$ cat src/rtl/seq_tx_11011_if.sv
`timescale 1ns / 1ps
// Payload load handshake for the 11011 frame transmitter.
interface seq_tx_11011_if #(
  parameter int unsigned DATA_W = 8
);
  logic              load_valid;
  logic [DATA_W-1:0] load_data;
  logic              load_ready;

  // Word source side.
  modport master (
    output load_valid,
    output load_data,
    input  load_ready
  );

  // Transmitter side.
  modport slave (
    input  load_valid,
    input  load_data,
    output load_ready
  );
endinterface

$ cat src/rtl/seq_tx_11011.sv
`timescale 1ns / 1ps
// Serial frame transmitter: sync marker 11011, payload MSB first, then a zero gap.
module seq_tx_11011 #(
  parameter int unsigned DATA_W  = 8,
  parameter int unsigned GAP_LEN = 2
) (
  input  logic          clk,
  input  logic          rst_n,
  seq_tx_11011_if.slave load,
  output logic          ser_out,
  output logic          ser_en,
  output logic          busy,
  output logic          frame_done
);

  localparam int unsigned SyncLen = 5;
  // Marker padded to 8 bits so any 3-bit index stays in range.
  localparam logic [7:0] SyncTab = 8'b000_11011;
  localparam int unsigned MaxDs  = (DATA_W > SyncLen) ? DATA_W : SyncLen;
  localparam int unsigned CntMax = (GAP_LEN > MaxDs) ? GAP_LEN : MaxDs;
  localparam int unsigned CntW   = $clog2(CntMax);

  typedef enum logic [1:0] {
    StIdle = 2'b00,
    StSync = 2'b01,
    StData = 2'b10,
    StGap  = 2'b11
  } state_e;

  state_e            state_q;
  logic [CntW-1:0]   cnt_q;
  logic [DATA_W-1:0] shreg_q;

  logic       sync_last;
  logic       data_last;
  logic       data_pen;
  logic       gap_last;
  logic [2:0] sync_idx;

  // Phase-end decodes and the index of the next marker bit to drive.
  always_comb begin
    sync_last = (cnt_q == CntW'(SyncLen - 1));
    data_last = (cnt_q == CntW'(DATA_W - 1));
    data_pen  = ((cnt_q + CntW'(1)) == CntW'(DATA_W - 1));
    gap_last  = (cnt_q == CntW'(GAP_LEN - 1));
    // Bit k is on the line now; bit k+1 sits at position 3-k of the marker.
    sync_idx  = 3'd3 - cnt_q[2:0];
  end

  assign load.load_ready = (state_q == StIdle);
  assign busy            = (state_q != StIdle);

  // Frame FSM; serial outputs are registered alongside the state.
  always_ff @(posedge clk or negedge rst_n) begin
    if (!rst_n) begin
      state_q    <= StIdle;
      cnt_q      <= '0;
      shreg_q    <= '0;
      ser_out    <= 1'b0;
      ser_en     <= 1'b0;
      frame_done <= 1'b0;
    end else begin
      case (state_q)
        StIdle: begin
          if (load.load_valid) begin
            state_q <= StSync;
            cnt_q   <= '0;
            shreg_q <= load.load_data;
            ser_out <= SyncTab[4];
            ser_en  <= 1'b1;
          end
        end
        StSync: begin
          if (sync_last) begin
            state_q    <= StData;
            cnt_q      <= '0;
            ser_out    <= shreg_q[DATA_W-1];
            shreg_q    <= shreg_q << 1;
            frame_done <= (DATA_W == 1);
          end else begin
            cnt_q   <= cnt_q + CntW'(1);
            ser_out <= SyncTab[sync_idx];
          end
        end
        StData: begin
          if (data_last) begin
            state_q    <= StGap;
            cnt_q      <= '0;
            ser_out    <= 1'b0;
            ser_en     <= 1'b0;
            frame_done <= 1'b0;
          end else begin
            cnt_q      <= cnt_q + CntW'(1);
            ser_out    <= shreg_q[DATA_W-1];
            shreg_q    <= shreg_q << 1;
            frame_done <= data_pen;
          end
        end
        StGap: begin
          if (gap_last) begin
            state_q <= StIdle;
            cnt_q   <= '0;
          end else begin
            cnt_q <= cnt_q + CntW'(1);
          end
        end
        default: begin
          state_q    <= StIdle;
          cnt_q      <= '0;
          ser_out    <= 1'b0;
          ser_en     <= 1'b0;
          frame_done <= 1'b0;
        end
      endcase
    end
  end

endmodule

$ cat src/flat_wrapper.sv
// flat-port wrapper written by rule: the top's interface ports become plain ports
module seq_tx_11011_flat 
#(
  parameter int unsigned DATA_W  = 8,
  parameter int unsigned GAP_LEN = 2
)
  (clk, rst_n, ser_out, ser_en, busy, frame_done, load_load_valid, load_load_data, load_load_ready);
  seq_tx_11011_if #(.DATA_W(DATA_W)) load_i ();
  input  logic clk;
  input  logic rst_n;
  output logic ser_out;
  output logic ser_en;
  output logic busy;
  output logic frame_done;
  input wire logic [$bits(load_i.load_valid)-1:0] load_load_valid;
  input wire logic [$bits(load_i.load_data)-1:0] load_load_data;
  output wire logic [$bits(load_i.load_ready)-1:0] load_load_ready;
  assign load_i.load_valid = load_load_valid;
  assign load_i.load_data = load_load_data;
  assign load_load_ready = load_i.load_ready;
  seq_tx_11011 #(.DATA_W(DATA_W), .GAP_LEN(GAP_LEN)) u_core (.clk(clk), .rst_n(rst_n), .load(load_i), .ser_out(ser_out), .ser_en(ser_en), .busy(busy), .frame_done(frame_done));
endmodule
$ cat config.mk
export PLATFORM = sky130hd
export DESIGN_NAME = seq_tx_11011_flat
export DESIGN_NICKNAME = d
export VERILOG_FILES = /design/src/rtl/seq_tx_11011_if.sv /design/src/rtl/seq_tx_11011.sv /design/src/flat_wrapper.sv
export SDC_FILE = /design/constraint.sdc
export NUM_CORES = 1
export LEC_CHECK = 0
export CELL_PAD_IN_SITES_DETAIL_PLACEMENT = 0
export CELL_PAD_IN_SITES_GLOBAL_PLACEMENT = 1
export CORE_MARGIN = 3
export CORE_UTILIZATION = 40
export DETAILED_ROUTE_END_ITERATION = 8
export HOLD_SLACK_MARGIN = 0.08
export PLACE_DENSITY_LB_ADDON = 0.25
export SYNTH_ARGS = -nofsm -noshare
export SYNTH_HDL_FRONTEND = slang
export SYNTH_SLANG_ARGS = --single-unit
$ cat constraint.sdc
create_clock -name clk -period 2.1 [get_ports clk]
set_clock_uncertainty 0.05 [all_clocks]
set_input_delay 0.42 -clock clk [delete_from_list [all_inputs] [get_ports clk]]
set_output_delay 0.42 -clock clk [all_outputs]
set_load 0.01 [all_outputs]
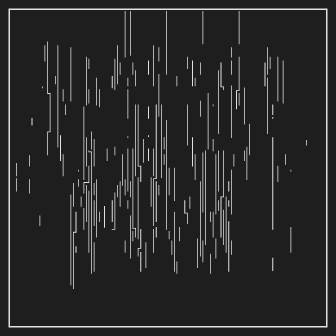
Fig. 1. The metal 2 layer.
share of all routed wire: 45%
nets with wire on the layer: 114
main direction: vertical
met2 Usage GRT: 20.2%
overall via count from detail_route: 778
wirelength, routed: 1.95 mm

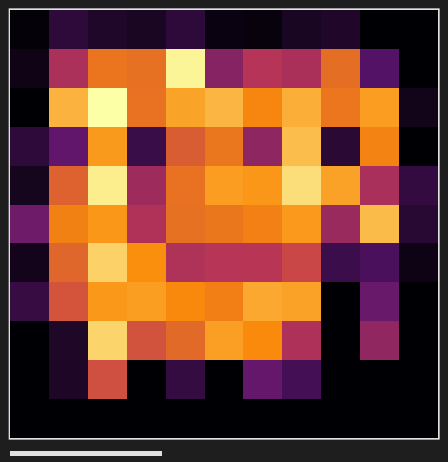
Fig. 2. Local utilization.
Scale bar: 20 um. The die is cut into 11 by 11 equal tiles; black is low, pale yellow is high, 0 to 100% covered.
densest ninth of the die: centre
fullest tile: 100%
tiles over 75% full: 21%
emptiest ninth of the die: lower right
core utilization at floorplan: 43.8%
Placeable Area: 0.00230 sq mm
post-layout utilization of the core: 54.7%

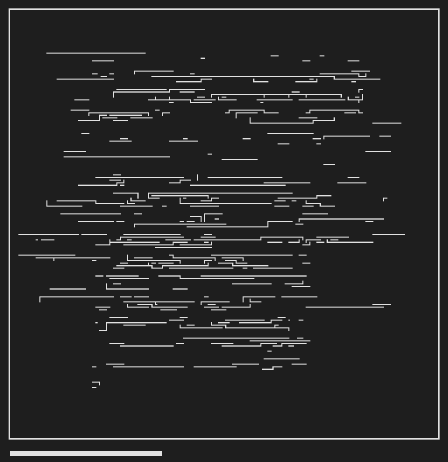
Fig. 3. Metal 1.
Scale bar: 20 um.
longest straight run: 23.9 um
main direction: horizontal
share of all routed wire: 49%
wire length on this layer: 954 um
nets with wire on the layer: 122
M1 GR Usage: 18.0%

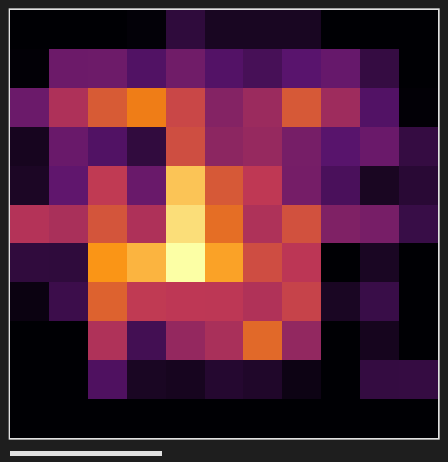
Fig. 4. Wiring heat map.
Scale bar: 20 um. The die is cut into 11 by 11 equal tiles; black is low, pale yellow is high, scaled to the fullest tile. Values are wire area over tile area, all layers added.
tiles over half the peak: 18%
mean over tiles: 0.097
densest ninth of the die: centre
wire length per cell after detailed routing: 12.9 um
global router's overall resource usage: 13.6%

==> flow_results.org <==
#+TITLE: Flow metrics

** Clock tree
- Number of buffers on the longest clock path :: 2
- In this run, post-CTS hold repair placed 0 buffers.
- Reg clk slew, reported paths :: 100 ps
- As reported, the later end of the worst-skew pair has a clock insertion delay of 290 ps.
- TritonCTS built the clock tree.
- Count of clock tree sinks :: 16
- Number of CTS-inserted buffers :: 3

** Final timing
- The flow reports an fmax of 500 MHz.
- The critical path in the final layout is reported with a setup slack of 100 ps.
- Max-slew headroom :: 78.8%

** Routing
- After detailed routing, the number of vias per cell comes to 5.15.
- Post-detailed-route count of antenna-violating nets :: 0
- DRC Markers :: 0

** Worst setup path
- Sequence of cells on the critical path :: inv_1 -> ha_4 -> inv_1 -> clkdlybuf4s50_1
- Most frequent cell on the critical path :: sky130_fd_sc_hd__inv_1
- Crit path launch type :: flop

** Synthesis
- Mapped Area :: 0.00101 sq mm
- Each instance of the synthesized netlist takes up on average 9.96 sq um.
- Counting every net in the synthesized netlist gives 123.
- Ranked by total cell area, the synthesized netlist is headed by sky130_fd_sc_hd__dfrtp_1, sky130_fd_sc_hd__ha_1, sky130_fd_sc_hd__mux2i_1.
- The netlist uses 27 different library cells.
- Chip area in the Yosys report :: 0.00101 sq mm
- By count the netlist is led by sky130_fd_sc_hd__dfrtp_1, sky130_fd_sc_hd__nor2_1, sky130_fd_sc_hd__ha_1.
- Cell count after synthesis :: 101
- The share of the Yosys chip area taken by registers is 39.8%.
- The synthesis stat section lists a flop and latch total of 16.
- Area fraction of the dominant cell type after synthesis :: 39.8%

** Floorplan
- Die width :: 56.2 um
- The report lists the number of standard-cell rows as 17.
- Die Size :: 0.00315 sq mm

** Pwr
- In this run switching power makes up 42.2% of total power.
- IR drop worst, VDD :: 1170 uV
- Part of the total power dissipated in the clock network :: 10.5%
- Switching power :: 838 uW
- Fraction of power consumed by sequential logic :: 26.0%

** Placed design
- Placer's final routability congestion estimate :: 0.739
- Tally of buffers added on design ports :: 15

** GRT
- Wire length of the first global-routing pass :: 3.35 mm
- Initial antenna violation count :: 0

** Cells and area
- Largest registers :: u_core.shreg_q x8, u_core.cnt_q x3, u_core.state_q x2
- The register with the most flip-flops in the layout has 8 of them.

** Run status
- Result of the run :: finished, final reports clean
==> timing repair <==
action,CTS,global route
resized,2,2
endpoints found under the setup margin,2,1
buffers inserted,1,1
hold endpoints to repair,0,0
==> layout make-up <==
class	instances	area, sq um	area share (%)
multi-input cells	74	562	44.7
repair buffers	21	194	15.4
well taps	28	35.0	2.79
inverters	8	30.0	2.39
flip-flops and latches	16	400	31.8
clock buffers	4	36.3	2.89
==> kinds of logic (layout without fill, tap and decap cells) <==
kind of cell / count (synthesis) / count (layout) / synth area share, %
compound gates: 27 / 27 / 18.4
fa+ha+maj: 11 / 11 / 13.7
buf+inv: 11 / 33 / 5.60
flops: 16 / 16 / 39.8
mux: 9 / 9 / 9.08
simple gates: 27 / 27 / 13.4
==> power by group through the flow <==
stage	sequential [mW]	combinational, mW	clock, mW
2_1_floorplan	0.515	0.935	0
3_3_place_gp	0.526	1.18	0
3_5_place_dp	0.535	1.21	0
4_1_cts	0.520	1.23	0.217
5_1_grt	0.536	1.40	0.238
6_report	0.517	1.26	0.209
==> per-layer routing <==
metal | global-route usage [%] | routed length (um) | vias up
met5 | 0 | 0 | -
met4 | 4.07 | 25 | 0
met3 | 5.57 | 96 | 5
met2 | 20.2 | 874 | 14
met1 | 18.0 | 954 | 366
li1 | - | - | 393
==> path summary, 6_finish.rpt <==
check                                       start                 to  depth (start not counted)
worst max-delay path            u_core.state_q[1]               busy                          4
worst min register to register  u_core.frame_done  u_core.frame_done                          2
worst min-delay path                        rst_n    u_core.cnt_q[0]                          2
worst max register to register  u_core.state_q[0]  u_core.state_q[0]                          6
max in group asynchronous                   rst_n  u_core.shreg_q[6]                          2
min in group clk                u_core.frame_done  u_core.frame_done                          2
Power and IR drop assume default switching activity.
